## config.mk

```make
export PLATFORM = sky130hd
export DESIGN_NAME = ym_bus_responder
export DESIGN_NICKNAME = d
export VERILOG_FILES = /design/src/rtl/ym_bus_responder.sv
export SDC_FILE = /design/constraint.sdc
export NUM_CORES = 1
export LEC_CHECK = 0
export ABC_AREA = 1
export ABC_CLOCK_PERIOD_IN_PS = 4530
export CAP_MARGIN = 10
export CELL_PAD_IN_SITES_DETAIL_PLACEMENT = 1
export CELL_PAD_IN_SITES_GLOBAL_PLACEMENT = 1
export CORE_ASPECT_RATIO = 1.2
export CORE_UTILIZATION = 35
export CTS_CLUSTER_SIZE = 10
export DETAILED_ROUTE_END_ITERATION = 8
export PLACE_DENSITY = 0.74
export SLEW_MARGIN = 20
export SYNTH_ARGS = -nofsm -noshare
export SYNTH_HDL_FRONTEND = slang
export SYNTH_SLANG_ARGS = --single-unit
export TNS_END_PERCENT = 30
```

## constraint.sdc

```tcl
create_clock -name cpu_clock -period 4.53 [get_ports cpu_clock]
set_input_delay 0.906 -clock cpu_clock [delete_from_list [all_inputs] [get_ports cpu_clock]]
set_output_delay 0.906 -clock cpu_clock [all_outputs]
set_load 0.05 [all_outputs]
```

## src/rtl/ym_bus_responder.sv

```systemverilog
// PSG-style bus responder: synchronizes the BDIR/BC1/DA bus, decodes latch/write/read
// cycles into a 16-entry register file, and exposes write events and I/O ports to the sound core.
module ym_bus_responder #(
    parameter int unsigned SYNC_STAGES = 2,
    parameter logic [3:0]  CHIP_ADDR   = 4'h0
) (
    input  logic       cpu_clock,
    input  logic       reset,
    input  logic       bdir,
    input  logic       bc1,
    input  logic [7:0] da_in,
    output logic [7:0] da_out,
    output logic       da_oe,
    input  logic [7:0] port_a_in,
    input  logic [7:0] port_b_in,
    output logic [7:0] port_a_out,
    output logic [7:0] port_b_out,
    output logic       port_a_oe,
    output logic       port_b_oe,
    output logic       wr_strobe,
    output logic [3:0] wr_addr,
    output logic [7:0] wr_data,
    input  logic [3:0] rd_addr,
    output logic [7:0] rd_data,
    output logic       env_restart
);

    typedef enum logic [1:0] {ST_IDLE, ST_LATCH, ST_WRITE, ST_READ} state_e;

    state_e     state_q, state_d;
    logic [9:0] sync_q [SYNC_STAGES];
    logic [9:0] sync_d [SYNC_STAGES];
    logic [9:0] hist_q, hist_d;
    logic [7:0] regs_q [16];
    logic [7:0] regs_d [16];
    logic [3:0] addr_q, addr_d;
    logic       sel_q, sel_d;
    logic       wr_strobe_q, wr_strobe_d;
    logic [3:0] wr_addr_q, wr_addr_d;
    logic [7:0] wr_data_q, wr_data_d;
    logic       env_restart_q, env_restart_d;
    logic [7:0] rd_data_q, rd_data_d;

    logic [9:0] bus_now;
    logic       stable;
    logic [1:0] mode;
    logic [7:0] bus_data;
    logic [7:0] wr_value;

    function automatic logic [7:0] reg_mask(input logic [3:0] a);
        case (a)
            4'd1, 4'd3, 4'd5, 4'd13: reg_mask = 8'h0F;
            4'd6, 4'd8, 4'd9, 4'd10: reg_mask = 8'h1F;
            default:                 reg_mask = 8'hFF;
        endcase
    endfunction

    assign bus_now  = sync_q[SYNC_STAGES-1];
    assign stable   = (bus_now == hist_q);
    assign mode     = bus_now[9:8];
    assign bus_data = bus_now[7:0];
    assign wr_value = bus_data & reg_mask(addr_q);

    always_comb begin
        sync_d[0] = {bdir, bc1, da_in};
        for (int unsigned i = 1; i < SYNC_STAGES; i++) begin
            sync_d[i] = sync_q[i-1];
        end
        hist_d = bus_now;
    end

    // State register
    always_ff @(posedge cpu_clock) begin
        if (reset) state_q <= ST_IDLE;
        else       state_q <= state_d;
    end

    // Next state: only a mode seen on two consecutive synchronized samples counts
    always_comb begin
        state_d = state_q;
        if (stable) begin
            case (mode)
                2'b00: state_d = ST_IDLE;
                2'b01: state_d = ST_READ;
                2'b10: state_d = ST_WRITE;
                2'b11: state_d = ST_LATCH;
            endcase
        end
    end

    // Output decode
    always_comb begin
        da_oe  = (state_q == ST_READ);
        da_out = 8'h00;
        if (state_q == ST_READ) begin
            if (!sel_q)                                 da_out = 8'hFF;
            else if (addr_q == 4'd14 && !regs_q[7][6])  da_out = port_a_in;
            else if (addr_q == 4'd15 && !regs_q[7][7])  da_out = port_b_in;
            else                                        da_out = regs_q[addr_q];
        end
    end

    // Entry actions fire on the same edge the state register takes the new state
    always_comb begin
        regs_d        = regs_q;
        addr_d        = addr_q;
        sel_d         = sel_q;
        wr_strobe_d   = 1'b0;
        wr_addr_d     = wr_addr_q;
        wr_data_d     = wr_data_q;
        env_restart_d = 1'b0;
        rd_data_d     = regs_q[rd_addr];
        if (state_d != state_q) begin
            if (state_d == ST_LATCH) begin
                addr_d = bus_data[3:0];
                sel_d  = (bus_data[7:4] == CHIP_ADDR);
            end else if (state_d == ST_WRITE && sel_q) begin
                regs_d[addr_q] = wr_value;
                wr_strobe_d    = 1'b1;
                wr_addr_d      = addr_q;
                wr_data_d      = wr_value;
                env_restart_d  = (addr_q == 4'd13);
            end
        end
    end

    always_ff @(posedge cpu_clock) begin
        if (reset) begin
            for (int unsigned i = 0; i < SYNC_STAGES; i++) sync_q[i] <= '0;
            for (int unsigned i = 0; i < 16; i++)          regs_q[i] <= '0;
            hist_q        <= '0;
            addr_q        <= '0;
            sel_q         <= 1'b1;
            wr_strobe_q   <= 1'b0;
            wr_addr_q     <= '0;
            wr_data_q     <= '0;
            env_restart_q <= 1'b0;
            rd_data_q     <= '0;
        end else begin
            sync_q        <= sync_d;
            regs_q        <= regs_d;
            hist_q        <= hist_d;
            addr_q        <= addr_d;
            sel_q         <= sel_d;
            wr_strobe_q   <= wr_strobe_d;
            wr_addr_q     <= wr_addr_d;
            wr_data_q     <= wr_data_d;
            env_restart_q <= env_restart_d;
            rd_data_q     <= rd_data_d;
        end
    end

    assign wr_strobe   = wr_strobe_q;
    assign wr_addr     = wr_addr_q;
    assign wr_data     = wr_data_q;
    assign env_restart = env_restart_q;
    assign rd_data     = rd_data_q;
    assign port_a_out  = regs_q[14];
    assign port_b_out  = regs_q[15];
    assign port_a_oe   = regs_q[7][6];
    assign port_b_oe   = regs_q[7][7];

endmodule

```

### Gate-type map, run 1

Scale bar: 50 um.
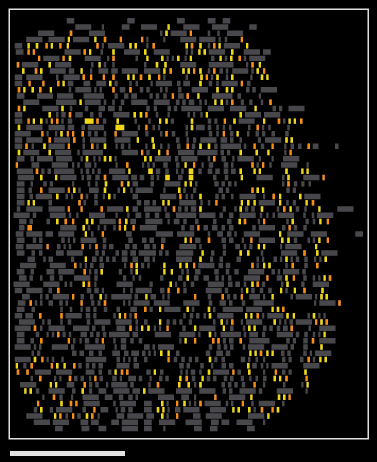
[inv cells] orange | cells: 207 | where: spread over the die
[nor cells] yellow | cells: 279 | where: spread over the die
combinational share of cell area: 40.9%
Top cell excl fill/tap: nand2_1

### Placed cells, one colour a class, run 1

Scale bar: 50 um. Fill, decap, tap and diode cells in grey.
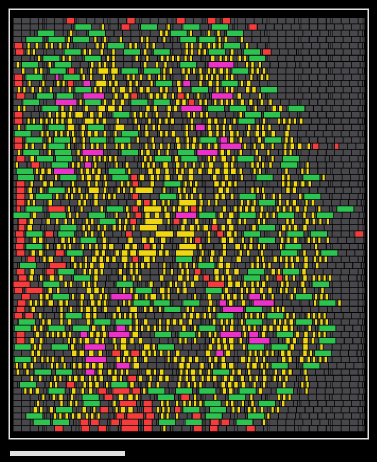
[combinational and other logic] yellow | cells: 1,219 | share of their area: 50%
[remaining buffers and delay cells] red | cells: 108 | share of their area: 10%
[clock drivers and dummy loads] magenta | cells: 32 | share of their area: 5.5%
[sequential cells] green | cells: 189 | share of their area: 35%
final core utilization: 41.7%
Seq/total area: 33.2%
core area: 27,300 sq um
Finished Cell Area: 11,400 sq um

==> results.py, run 1 <==
# Generated from Yosys and OpenROAD reports
metrics = {
    "status": {
        "status": "completed",
    },
    "sta": {
        "slew_headroom_pct": 33.5,
        "rsz0062_at_grt": "false",
        "fin_worst_skew_ps": 14.5,
        "min_period_over_period_pct": 85.7,
        "tightest_slew_ps": 996,
        "finalHoldWorstSlack_ps": 406,
        "setup_viol": 0,
        "fin_crit_ps": 3880,
    },
    "place": {
        "io_buffers": 80,
        "placed_cells": 1890,
    },
    "synth": {
        "synth_cell_type_count": 34,
        "ys_sh_mux_pct": 0,
        "ys_ff": 189,
        "xor_area_share_pct": 0.0891,
        "simple_gate_share_pct": 30.1,
        "ys.warnings.count": 0,
        "synthAoiAreaFrac_pct": 16.8,
    },
    "setup_path": {
        "rr_worst_depth": 13,
        "cp-endpoint": "da_out[3]",
        "required_ps": 3620,
        "cp_max_fo": 23,
        "worst_setup_path_end_kind": "primary output",
        "startpoint": "addr_q[1]",
        "slowest_stage": "dfxtp_1",
        "max_stage_delay_ps": 400,
        "cp_common_cell": "inv_1",
        "crit_arrival_ps": 2980,
    },
    "floorplan": {
        "die_h_um": 186,
        "chipArea_sq_um": 28700,
        "fp_util_pct": 35.9,
    },
    "power_and_ir_drop": {
        "intPower_w": 0.00259,
        "p_leak_nw": 5.49,
        "powerClk_w": 0.00155,
        "power_w": 0.00360,
        "clockPowerShare_pct": 43.1,
        "p_sw_w": 0.00102,
        "ir_worst_vdd_mv": 0.269,
    },
    "finish": {
        "nFillCells": 3585,
        "comb_area_sq_um": 4660,
        "nClkBuffers": 19,
        "biggestCellCategory": "combinational gates",
        "clk_share_pct": 5.23,
        "antenna_cells": 0,
        "flop_area_sq_um": 3780,
        "nMultiInputCombCells": 1012,
    },
    "global_route": {
        "grt_overflow": 0,
        "grt_use_total_pct": 27.4,
    },
    "routing": {
        "vias": 10200,
        "drc": 0,
    },
    "cts": {
        "clock_sinks": 189,
        "insertion_delay_ps": 450,
        "cts_root_buf": "clkbuf_16",
    },
    "worst_hold_path": {
        "worstHoldStart": "sync_d[9]",
    },
}
### Cell placement, run 1

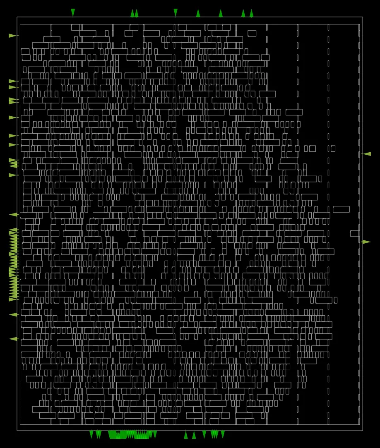
row count: 66
Tap Cells: 374

-- run 1: state kept, by name, summed over array words and instances (netlist names), named ones only --
| signal | count |
|---|---|
| sel_q | 1 |
| port_b_out | 8 |
| addr_q | 4 |
| wr_data | 8 |
| wr_addr | 4 |
| port_b_oe | 1 |
| bus_now | 10 |
| port_a_out | 8 |
| env_restart | 1 |
| hist_q | 10 |
| state_q | 2 |
| regs_q | 110 |
| rd_data | 8 |
| sync_d | 10 |
| wr_strobe | 1 |
| port_a_oe | 1 |
-- run 1: Yosys cell counts --
cell type  count
o21ai_2        1
inv_2          4
o211ai_1       1
nor2_1       273
buf_6         11
inv_1        202
a21oi_1       96
buf_8          1
a22oi_1        1
clkinv_1       1
buf_1         15
nand3b_1       1
nand3_1       67
clkbuf_1      46
buf_2         14
o21ai_1        1
or2_2          1
nand4_1        9
nand3_2        1
o221ai_1       1
xnor2_1        1
o2111ai_1      2
a31oi_1        8
nand2_1      334
buf_4         22
o22ai_1       62
o21ai_0      124
o21bai_1       8
nor2_4         2
nor2_2         4
nand4_4       10
and2_0         1
ha_1           3
dfxtp_1      189
-- run 1: per-layer routing --
| metal | track usage [%] | share of wire, % | vias to the layer above |
|---|---|---|---|
| met1 | 32.6 | 42 | 4966 |
| met2 | 48.5 | 49 | 317 |
| met3 | 3.42 | 4.8 | 79 |
| li1 | - | - | 4806 |
| met4 | 13.6 | 4.2 | 0 |
| met5 | 0 | 0 | - |
-- run 1: worst register-to-register path, cell delays in order (launching register included) --
cell,delay (ps)
dfxtp_1,890
inv_2,250
nand2_1,130
nand2_1,60
nor2_1,130
nand3_1,150
nor2_4,220
nand3_1,130
nand3_1,220
nand2_1,360
nor2_2,350
nand2_1,240
nor2_1,160
nor2_1,60
==> run 1 -> run 2 <==
--- a/config.mk
+++ b/config.mk
@@ -7,14 +7,14 @@
 export LEC_CHECK = 0
 export ABC_AREA = 1
 export ABC_CLOCK_PERIOD_IN_PS = 4530
-export CAP_MARGIN = 10
 export CELL_PAD_IN_SITES_DETAIL_PLACEMENT = 1
 export CELL_PAD_IN_SITES_GLOBAL_PLACEMENT = 1
 export CORE_ASPECT_RATIO = 1.2
+export CORE_MARGIN = 5
 export CORE_UTILIZATION = 35
 export CTS_CLUSTER_SIZE = 10
 export DETAILED_ROUTE_END_ITERATION = 8
-export PLACE_DENSITY = 0.74
+export PLACE_DENSITY_LB_ADDON = 0.1
 export SLEW_MARGIN = 20
 export SYNTH_ARGS = -nofsm -noshare
 export SYNTH_HDL_FRONTEND = slang
==> results.py, run 2 <==
# Generated from Yosys and OpenROAD reports
metrics = {
    "status": {
        "status": "completed",
    },
    "floorplan": {
        "die_h_um": 194,
        "chipArea_sq_um": 31500,
        "fp_util_pct": 35.3,
    },
    "sta": {
        "min_period_over_period_pct": 88.7,
        "slew_headroom_pct": 28.4,
        "fin_worst_skew_ps": 11.3,
        "setup_viol": 0,
        "tightest_slew_ps": 1070,
        "rsz0062_at_grt": "false",
        "fin_crit_ps": 4020,
    },
    "global_route": {
        "grt_use_total_pct": 23.8,
        "grt_overflow": 0,
    },
    "cts": {
        "insertion_delay_ps": 450,
        "cts_root_buf": "clkbuf_16",
    },
    "synth": {
        "edf_count": 0,
        "most_common_cell": "nand2_1",
        "synth_top_flop_cell": "dfxtp_1",
        "ys_ff": 189,
        "synth.top_cells.by_count": "334 x nand2_1, 273 x nor2_1, 202 x inv_1",
    },
    "finish": {
        "antenna_cells": 0,
        "drive_above_1_share_pct": 6.31,
        "final_layout_top_logic_cell": "nand2_1",
        "regMostFlops": "regs_q",
    },
    "routing": {
        "drc": 0,
        "vias": 9812,
        "first_pass_iters": 4,
    },
    "setup_path": {
        "cp_max_fo": 19,
        "startpoint": "addr_q[1]",
        "slowest_stage": "inv_1",
        "crit_arrival_ps": 3110,
        "worst_setup_path_end_kind": "primary output",
        "required_ps": 3620,
        "max_stage_delay_ps": 480,
    },
    "power_and_ir_drop": {
        "ir_worst_vdd_mv": 0.223,
        "intPower_w": 0.00251,
        "p_sw_w": 0.00103,
        "p_leak_nw": 5.49,
        "powerClk_w": 0.00149,
        "clockPowerShare_pct": 42.1,
        "p_seq_w": 0.00170,
    },
    "place": {
        "placed_cells": 1899,
    },
    "worst_hold_path": {
        "worstHoldStart": "sync_d[4]",
    },
}
==> run 2: worst max path at each step <==
stage	end	slack (ps)	cells past startpoint
final	da_out[6]	510	11
after global routing	da_out[6]	360	11
after CTS	da_out[6]	540	11
after detailed placement	da_out[6]	1020	11
after global placement	da_out[6]	1110	11
after floorplan	da_out[7]	1200	9
==> run 2: routing by layer <==
layer  global-route usage, %  share of wire, %  vias to the layer above
met5                       0                 0                        -
met4                    7.92               2.8                        0
met3                    3.09               2.9                       47
met2                    41.3                50                      192
met1                    30.3                44                     4763
li1                        -                 -                     4810
==> run 2: cell families (layout without fill, tap and decap cells) <==
logic type      Yosys count  count (layout)  synth area share (%)
simple gates            703             703                  30.1
buf+inv                 316             351                  14.0
compound gates          305             305                  16.8
flops                   189             189                  38.5
fa+ha+maj                 3               3                 0.382
xor+xnor                  1               1                0.0892
==> run 2: layout make-up <==
cell class | instances | area [sq um] | area share (%)
clock buffers | 17 | 425 | 3.74
clock inverters | 15 | 126 | 1.11
inverters | 207 | 779 | 6.86
multi-input cells | 1012 | 4660 | 41.0
flip-flops and latches | 189 | 3780 | 33.3
well taps | 379 | 474 | 4.17
repair buffers | 112 | 1110 | 9.78
==> run 2: per-stage QoR <==
step / cell area [sq um] / total power, W / setup WS, ps / utilization, % / hold WS, ps
floorplan: 9820 / 0.00196 / 1200 / - / 388
global placement: 10800 / 0.00208 / 1110 / 38.8 / 390
detailed placement: 10800 / 0.00209 / 1020 / 38.8 / 397
CTS: 11400 / 0.00357 / 539 / 40.8 / 409
global route: 11400 / 0.00367 / 356 / 40.8 / 418
finish: 11400 / 0.00354 / 510 / 40.8 / 405
==> run 2: critical path: cells and delay by family, from the launching register on <==
family,cells,cell delay [ps]
flip-flops,1,350
buffers and inverters,5,1340
AND-OR/OR-AND,4,740
AND/OR/NAND/NOR,2,230
### Cell placement, run 2

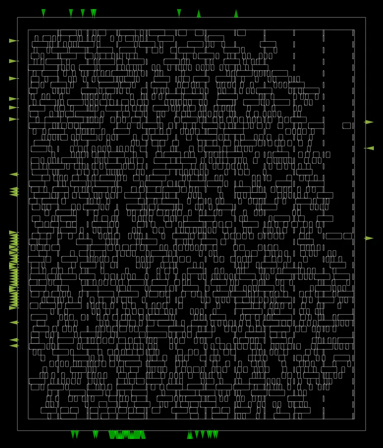
row count: 67
fin cells: 1,931
core area: 27,800 sq um
FILL cells: 3,678

==> run 2 -> run 3 <==
--- a/config.mk
+++ b/config.mk
@@ -5,8 +5,8 @@
 export SDC_FILE = /design/constraint.sdc
 export NUM_CORES = 1
 export LEC_CHECK = 0
-export ABC_AREA = 1
-export ABC_CLOCK_PERIOD_IN_PS = 4530
+export ABC_AREA = 0
+export ABC_CLOCK_PERIOD_IN_PS = 4300
 export CELL_PAD_IN_SITES_DETAIL_PLACEMENT = 1
 export CELL_PAD_IN_SITES_GLOBAL_PLACEMENT = 1
 export CORE_ASPECT_RATIO = 1.2
==> constraint.sdc (replaced) <==
create_clock -name cpu_clock -period 4.3 [get_ports cpu_clock]
set_input_delay 0.86 -clock cpu_clock [delete_from_list [all_inputs] [get_ports cpu_clock]]
set_output_delay 0.86 -clock cpu_clock [all_outputs]
set_load 0.05 [all_outputs]
==> results.py, run 3 <==
# Generated from Yosys and OpenROAD reports
metrics = {
    "status": {
        "status": "completed",
    },
    "finish": {
        "drive_above_1_share_pct": 16.9,
        "fin_util_pct": 41.1,
        "regMostFlops": "regs_q",
        "antenna_cells": 0,
        "final_layout_top_logic_cell": "dfxtp_1",
    },
    "setup_path": {
        "slowest_stage": "clkdlybuf4s50_1",
        "rr_worst_depth": 7,
        "max_stage_delay_ps": 720,
        "startpoint": "addr_q[0]",
        "cp-endpoint": "da_out[4]",
        "required_ps": 3440,
        "worst_setup_path_end_kind": "primary output",
        "path_buffers": 2,
        "crit_arrival_ps": 3210,
        "cp_max_fo": 17,
        "path_depth": 6,
        "start_kind": "flop",
        "crit_family": "buffers and inverters",
    },
    "synth": {
        "synth.top_cells.by_count": "189 x dfxtp_1, 150 x mux2i_1, 143 x nor2_1",
        "ys_cells": 841,
        "most_common_cell": "dfxtp_1",
        "ys_ff": 189,
        "edf_count": 0,
        "synth_top_flop_cell": "dfxtp_1",
    },
    "power_and_ir_drop": {
        "powerClk_w": 0.00154,
        "clockPowerShare_pct": 43.3,
        "powerComb_w": 0.000250,
        "p_leak_nw": 3.57,
        "p_sw_w": 0.000955,
        "intPower_w": 0.00261,
        "ir_worst_vdd_mv": 0.226,
        "p_per_area_nw_per_um2": 329,
        "power_w": 0.00356,
        "p_seq_w": 0.00177,
    },
    "floorplan": {
        "fp_util_pct": 35.5,
        "die_h_um": 189,
        "chipArea_sq_um": 30100,
        "die_w_um": 159,
    },
    "worst_hold_path": {
        "worstHoldStart": "sync_d[1]",
    },
    "sta": {
        "rsz0062_at_grt": "false",
        "tightest_slew_ps": 1100,
        "slew_headroom_pct": 26.4,
        "fin_worst_skew_ps": 12.6,
        "fin_crit_ps": 4070,
        "min_period_over_period_pct": 94.6,
    },
    "global_route": {
        "grt_use_total_pct": 19.4,
        "grt_pass1_vias": 7212,
        "grt_overflow": 0,
    },
    "place": {
        "place_area_sq_um": 10300,
    },
    "routing": {
        "drc": 0,
        "drt_iter0_drc": 335,
        "vias": 6642,
        "first_pass_iters": 4,
    },
    "cts": {
        "insertion_delay_ps": 450,
        "cts_root_buf": "clkbuf_16",
    },
}
run 3: netlist changes by cell type in the layout (fill, tap and decap cells not counted), moves of 15 or more:
cell,change
mux2i_1,+150
a21oi_1,-81
inv_1,-198
mux4_2,+72
nand3_1,-51
o22ai_1,-54
nand2_1,-316
o21ai_0,-111
nor2b_1,+42
nor4_4,+15
nor2_1,-130
run 3: metrics by stage:
step | std cells | setup slack (ps) | hold WS [ps]
CTS | 1216 | 155 | 455
global placement | 1184 | 522 | 416
global route | 1216 | 61.2 | 463
floorplan | 841 | 805 | 414
finish | 1216 | 232 | 446
detailed placement | 1184 | 467 | 435
run 3: metal layers:
| metal | GRT usage, % | share of wire, % | vias to the layer above |
|---|---|---|---|
| met4 | 7.09 | 2.6 | 2 |
| li1 | - | - | 3050 |
| met1 | 23.5 | 41 | 3427 |
| met3 | 2.98 | 4.0 | 37 |
| met2 | 34.7 | 52 | 126 |
| met5 | 0 | 0.045 | - |
run 3: what timing repair did:
| action | in CTS | in global routing |
|---|---|---|
| setup endpoints to repair | 1 | 0 |
| hold endpoints to repair | 0 | 0 |
| setup buffers | 0 | 0 |
| hold buffers | 0 | 0 |
| resized | 1 | 0 |
run 3: cell type report:
cell class | instances | area, sq um
multi-input combinational | 557 | 5110
fill | 2882 | 15500
clock buffer | 17 | 425
sequential | 189 | 3790
clock inverter | 15 | 130
inverter | 4 | 15.0
tap | 335 | 419
timing repair buffer | 99 | 947
run 3: kinds of logic (layout without fill, tap and decap cells):
kind of cell | count (synthesis) | after routing | synth area share [%]
AOI/OAI and AO/OA | 52 | 52 | 3.48
xor gates and xnor gates | 10 | 10 | 1.02
adders and majority gates | 3 | 3 | 0.401
buffers and inverters | 95 | 135 | 5.01
DFF | 189 | 189 | 40.4
muxes | 223 | 223 | 33.5
and+or+nand+nor | 269 | 269 | 16.2
### Placed cells, one colour a class, run 3

Scale bar: 50 um. Fill, decap, tap and diode cells in grey.
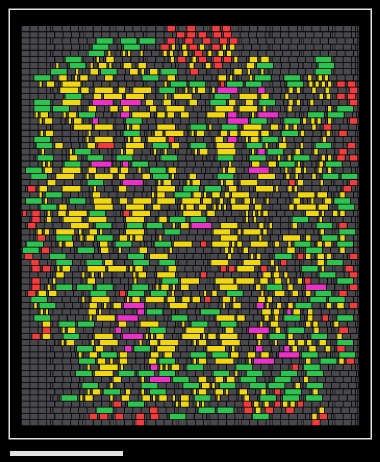
[sequential cells] green | cells: 189 | share of their area: 36%
[combinational and other logic] yellow | cells: 561 | share of their area: 49%
[clock drivers and dummy loads] magenta | cells: 32 | share of their area: 5.3%
[remaining buffers and delay cells] red | cells: 99 | share of their area: 9.1%
core area: 26,400 sq um
Seq/total area: 35.0%
Finished Cell Area: 10,800 sq um
row count: 65

No activity file was given, so power comes from the tool's default toggle rates.
